Figure 1. Wire density map.
Scale bar: 50 µm. The die is cut into 23 by 23 equal tiles; black is low, pale yellow is high, scaled to the fullest tile. Values are wire area over tile area, all layers added.
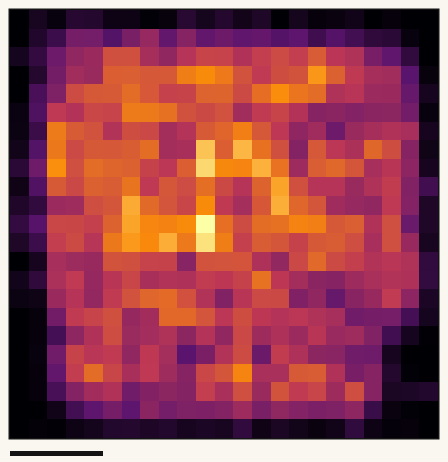
Figure 2. Zoomed window.
Scale bar: 20 µm. Region (33, 33) to (83, 83) µm. Cells in gray, sequential cells in the stronger gray; small squares are vias.
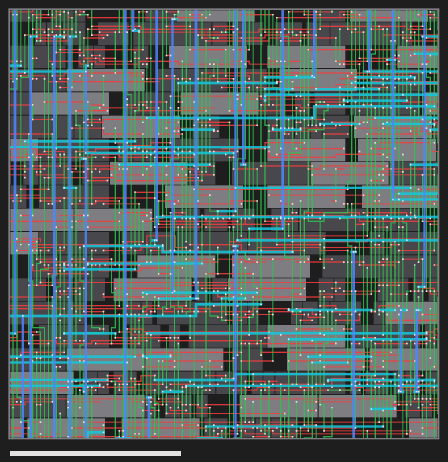
Figure 3. Cell placement.
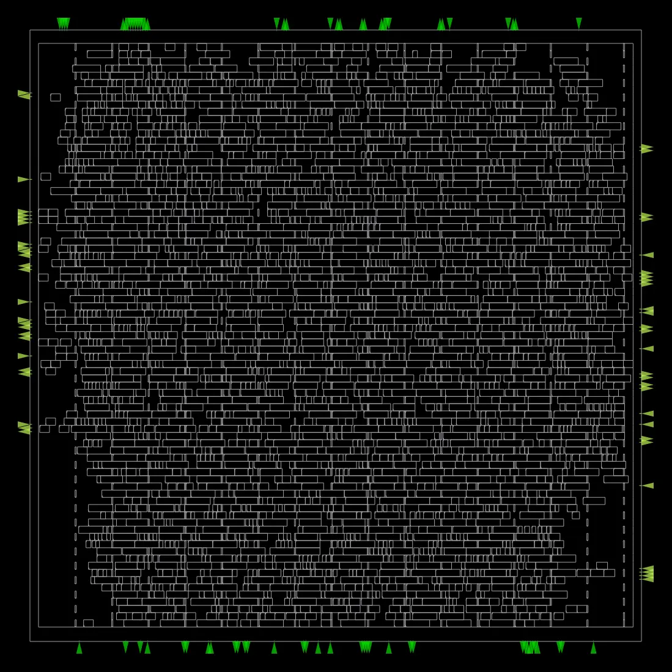
**config.mk**
```make
export PLATFORM = sky130hd
export DESIGN_NAME = regfile_mp
export DESIGN_NICKNAME = d
export VERILOG_FILES = /design/src/rtl/regfile_pkg.sv /design/src/rtl/regfile_scoreboard.sv /design/src/rtl/regfile_mp.sv
export SDC_FILE = /design/constraint.sdc
export NUM_CORES = 2
export LEC_CHECK = 0
export CAP_MARGIN = 20
export CORE_MARGIN = 3
export CORE_UTILIZATION = 62
export DETAILED_ROUTE_END_ITERATION = 7
export PLACE_DENSITY = 0.78
export REMOVE_ABC_BUFFERS = 1
export SLEW_MARGIN = 20
export SYNTH_ARGS = -nofsm -noshare
export SYNTH_HDL_FRONTEND = slang
export SYNTH_SLANG_ARGS = --single-unit
export TNS_END_PERCENT = 20
```
**constraint.sdc**
```tcl
create_clock -name clk -period 27.1 [get_ports clk]
set_input_delay 8.13 -clock clk [delete_from_list [all_inputs] [get_ports clk]]
set_output_delay 8.13 -clock clk [all_outputs]
set_load 0.02 [all_outputs]
```
**src/rtl/regfile_pkg.sv**
```systemverilog
// Shared constants and types for the multi-port register file.
package regfile_pkg;

  localparam int unsigned DEF_WIDTH = 32;
  localparam int unsigned DEF_DEPTH = 16;
  localparam int unsigned DEF_NREAD = 2;
  localparam int unsigned MAX_NREAD = 4;

  // Sequenced-clear controller states
  typedef enum logic {
    CLR_IDLE = 1'b0,
    CLR_RUN  = 1'b1
  } clr_state_t;

endpackage

```
**src/rtl/regfile_scoreboard.sv**
```systemverilog
// Pending-result scoreboard: one bit per register, set by reservations,
// cleared by writeback and by the sequenced clear. A set wins over a
// same-cycle clear of the same entry.
module regfile_scoreboard
  import regfile_pkg::*;
#(
  parameter int unsigned DEPTH  = DEF_DEPTH,
  parameter int unsigned NREAD  = DEF_NREAD,
  parameter int unsigned ADDR_W = $clog2(DEPTH)
) (
  input  logic                    clk,
  input  logic                    rst,
  input  logic                    i_set,
  input  logic [ADDR_W-1:0]       i_set_addr,
  input  logic                    i_clr,
  input  logic [ADDR_W-1:0]       i_clr_addr,
  input  logic                    i_wipe,
  input  logic [ADDR_W-1:0]       i_wipe_addr,
  input  logic [NREAD*ADDR_W-1:0] i_rd_addr,
  output logic [NREAD-1:0]        o_pending_c
);

  logic [DEPTH-1:0] r_pend;

  // Pending bits; later assignments take priority, so set beats clear
  always_ff @(posedge clk or posedge rst) begin
    if (rst) begin
      r_pend <= '0;
    end else begin
      if (i_wipe) r_pend[i_wipe_addr] <= 1'b0;
      if (i_clr)  r_pend[i_clr_addr]  <= 1'b0;
      if (i_set)  r_pend[i_set_addr]  <= 1'b1;
    end
  end

  // Per-port lookup of the registered pending bit (no bypass)
  for (genvar k = 0; k < NREAD; k++) begin : g_rd
    assign o_pending_c[k] = r_pend[i_rd_addr[k*ADDR_W +: ADDR_W]];
  end

endmodule

```
**src/rtl/regfile_mp.sv**
```systemverilog
// Multi-port register file with write-to-read bypass, pending scoreboard
// and a one-entry-per-cycle sequenced clear.
// Optional feature: REGFILE_ZERO_REG_EN makes register 0 a hard-wired zero.
module regfile_mp
  import regfile_pkg::*;
#(
  parameter  int unsigned WIDTH  = DEF_WIDTH,
  parameter  int unsigned DEPTH  = DEF_DEPTH,
  parameter  int unsigned NREAD  = DEF_NREAD,
  localparam int unsigned ADDR_W = $clog2(DEPTH)
) (
  input  logic                    clk,
  input  logic                    rst,
  input  logic                    write,
  input  logic [ADDR_W-1:0]       address_w,
  input  logic [WIDTH-1:0]        data_in,
  input  logic [NREAD*ADDR_W-1:0] address_r,
  output logic [NREAD*WIDTH-1:0]  data_out,
  output logic [NREAD-1:0]        pending,
  input  logic                    reserve,
  input  logic [ADDR_W-1:0]       address_res,
  input  logic                    clear,
  output logic                    clearing
);

  clr_state_t        r_state;
  logic [ADDR_W-1:0] r_cnt;
  logic [WIDTH-1:0]  r_mem [DEPTH];

  logic w_clearing;
  logic w_wr_en;
  logic w_res_en;

  assign w_clearing = (r_state == CLR_RUN);
  assign clearing   = w_clearing;

`ifdef REGFILE_ZERO_REG_EN
  // Register 0 is never written or reserved, so it stays zero and not pending
  assign w_wr_en  = write   & ~w_clearing & (address_w   != '0);
  assign w_res_en = reserve & ~w_clearing & (address_res != '0);
`else
  assign w_wr_en  = write   & ~w_clearing;
  assign w_res_en = reserve & ~w_clearing;
`endif

  // Clear sequencer: walks r_cnt over every entry once, then returns to idle
  always_ff @(posedge clk or posedge rst) begin
    if (rst) begin
      r_state <= CLR_IDLE;
      r_cnt   <= '0;
    end else begin
      case (r_state)
        CLR_IDLE: begin
          if (clear) begin
            r_state <= CLR_RUN;
            r_cnt   <= '0;
          end
        end
        CLR_RUN: begin
          r_cnt <= r_cnt + ADDR_W'(1);
          if (r_cnt == ADDR_W'(DEPTH - 1)) r_state <= CLR_IDLE;
        end
        default: begin
          r_state <= CLR_IDLE;
          r_cnt   <= '0;
        end
      endcase
    end
  end

  // Data array: clear sequence has priority, writes are dropped meanwhile
  always_ff @(posedge clk or posedge rst) begin
    if (rst) begin
      for (int unsigned i = 0; i < DEPTH; i++) r_mem[i] <= '0;
    end else if (w_clearing) begin
      r_mem[r_cnt] <= '0;
    end else if (w_wr_en) begin
      r_mem[address_w] <= data_in;
    end
  end

  // Combinational read ports with same-cycle write bypass
  for (genvar k = 0; k < NREAD; k++) begin : g_rd
    logic [ADDR_W-1:0] w_raddr;
    logic              w_byp;
    assign w_raddr = address_r[k*ADDR_W +: ADDR_W];
    assign w_byp   = w_wr_en && (address_w == w_raddr);
    assign data_out[k*WIDTH +: WIDTH] = w_byp ? data_in : r_mem[w_raddr];
  end

  regfile_scoreboard #(
    .DEPTH  (DEPTH),
    .NREAD  (NREAD),
    .ADDR_W (ADDR_W)
  ) u_sb (
    .clk         (clk),
    .rst         (rst),
    .i_set       (w_res_en),
    .i_set_addr  (address_res),
    .i_clr       (w_wr_en),
    .i_clr_addr  (address_w),
    .i_wipe      (w_clearing),
    .i_wipe_addr (r_cnt),
    .i_rd_addr   (address_r),
    .o_pending_c (pending)
  );

endmodule

```
==> flow_summary.yaml <==
# physical design summary
power_and_ir_drop:
  vdd_ir_drop_max_mv: 0.140
  p_per_area_mw_per_mm2: 99.1
  leakagePower_uw: 0.0143
final_timing:
  whs_ns: 0.520
  timing_hold_violations_final: 0
  setup_repair_after_global_routing_missed_its_margin: "no"
  finalMaxSlewViolations: 0
  tightestPinTransition_ns: 1.08
  fin_setup_tns_ns: 0
  fmaxAchievable_mhz: 49.6
  fin_skew_ns: 0.0200
cells_and_area:
  mostFrequentLayoutCell: "sky130_fd_sc_hd__nand2_1"
  post_route_cells_drive_above_1_share_pct: 18.9
  seqCellArea_mm2: 0.0133
  area_growth_pct: 10.6
  layout.nets: 2789
placement:
  placement.io_buffers: 119
  final_replace_weighted_congestion: 0.861
  place_hpwl_um: 54000
worst_setup_path:
  critical_path.startpoint: "address_r[4]"
  reg2reg_depth: 7
  rr_endpoint: "r_mem[411]"
  crit_path_max_fanout: 49
  crit_arrival_ns: 12.01
  worst_ep_required_time_ns: 18.97
  worst_setup_path_endpoint: "data_out[50]"
  endpoint_kind: "primary output"
  r2r_setup_slack_ns: 23.17
  startpoint_type: "primary input"
  critical_path_class: "in -> out"
route:
  routed-via-count: 25800
  drt.antenna.violating_nets: 0
  finalWirelength_um: 104000
  dr.pass1.iters: 6
  remaining_drc_errors: 0
  drt-vias-per-instance: 7.51
  dr.first_iter.drc_count: 3626
global_route:
  grt_pass1_wl_um: 158000
  globalRouteTotalUtil_pct: 39.0
  grt-ovfl-total: 0
  grt_start_max_net_pins: 171
job:
  tool_warnings: 32
logic_synthesis:
  seq_area_frac_synth_pct: 42.6
  synth-edff-count: 0
  synth_flop_count: 533
  ys_cells: 2813
  ys_area_mm2: 0.0313
clock_tree:
  post_cts_resized: 0
  cts_made_buffers: 57
  tritoncts_clock_tree: "built"
  clk_root_buffer_cell: "sky130_fd_sc_hd__clkbuf_16"
  worstSkewPairLatency_ns: 0.63
  cts_setup_buffers: 0
  numClockSinks: 533
run_status:
  status: "complete, no violations"
worst_hold_path:
  worst_hold_path_type: "reg -> reg"
floorplanning:
  top_level_ports: 120
  floorplan.die_area_mm2: 0.0533
  die_h_um: 231
  fp_util_pct: 63.4
  die_w_um: 231
-- Figure 1 (at the start) --
mean over tiles: 0.35
tiles over half the peak: 38%
fullest tile: 0.89
densest ninth of the die: center

-- Figure 2 (at the start) --
[red] M1
[blue] M4
[cyan] M3
[green] M2
most frequent: dfrtp_1 (36), nand2_1 (33), mux4_2 (20)
netlist names of flops here include: r_mem (36)
cells with their middle in the window: 161
sequential cells in the window: 36

-- Figure 3 (at the start) --
Core ar.: 0.0495 mm²
row count: 81
Tap Cells: 664
final sequential cell count: 533
Non-Filler Instances: 3443

final cells by class:
cell class              count  area share (%)
clock inverters            21           0.780
inverters                   7           0.105
well taps                 664            2.40
clock buffers              85            5.03
flip-flops and latches    533            38.5
repair buffers            175            4.74
multi-input cells        1958            48.4
stage by stage:
stage          area, µm²  cells  util (%)  setup WS, ns  total power, µW
6_report           34700   3443      70.1          6.96             3430
5_1_grt            34700   3443      70.1          6.72             3580
4_1_cts            34600   3443      70.0          6.94             3400
3_5_place_dp       32600   3337      66.0          6.99             2550
3_3_place_gp       32600   3337      66.0          7.03             2470
2_1_floorplan      29900   2498         -          4.07             2050
state kept, by name (all words and copies together) (netlist names):
| name | count |
|---|---|
| r_mem | 512 |
| u_sb.r_pend | 16 |
| r_cnt | 4 |
| clearing | 1 |
synthesized netlist by cell type, drive strengths merged (18+ instances only):
cell    instances  area [µm²]
a21oi         121         606
a22o          127        1110
a22oi         126         946
buf           105         686
clkbuf        210         788
dfrtp         533       13300
mux2           64         751
mux2i         247        2470
mux4          268        6070
nand2         559        2100
nor2           18        80.1
o21ai         336        1680
how the worst min path moves through the flow:
stage | start | to | cells past startpoint
detailed placement | r_mem[422] | r_mem[422] | 1
CTS | r_mem[443] | r_mem[443] | 1
global placement | r_mem[194] | r_mem[194] | 1
floorplan | r_mem[81] | r_mem[81] | 2
global route | r_mem[444] | r_mem[444] | 1
finish | r_mem[227] | r_mem[227] | 1
power breakdown:
part	internal, µW	switching (µW)
Combinational	550	691
Clock	500	339
Sequential	1080	277
Total	2130	1310
kinds of logic after synthesis:
logic type	Yosys count	share of synthesized area (%)
flops	533	42.6
compound gates	736	14.5
simple gates	629	8.04
xor+xnor	10	0.279
fa+ha+maj	4	0.160
mux	579	29.6
buf+inv	322	4.79
worst max-delay path: stages:
cell                              delay (ns)
sky130_fd_sc_hd__clkbuf_8               0.32
sky130_fd_sc_hd__buf_4                  0.81
sky130_fd_sc_hd__buf_4                  0.89
sky130_fd_sc_hd__mux4_1                 0.65
sky130_fd_sc_hd__a22oi_1                0.22
sky130_fd_sc_hd__nand2_1                0.11
sky130_fd_sc_hd__mux2_4                 0.27
sky130_fd_sc_hd__clkdlybuf4s50_1        0.54
metal layers:
metal | part of all wire [%] | wire length [µm] | vias to the layer above | track usage (%)
met4 | 6.7 | 6960 | 4 | 23.9
met2 | 45 | 47200 | 2138 | 59.7
met5 | 0.14 | 150 | - | 1.93
met3 | 13 | 13700 | 499 | 10.2
li1 | - | - | 10300 | -
met1 | 34 | 35800 | 12900 | 50.2
No activity file was given, so power comes from the tool's default toggle rates.
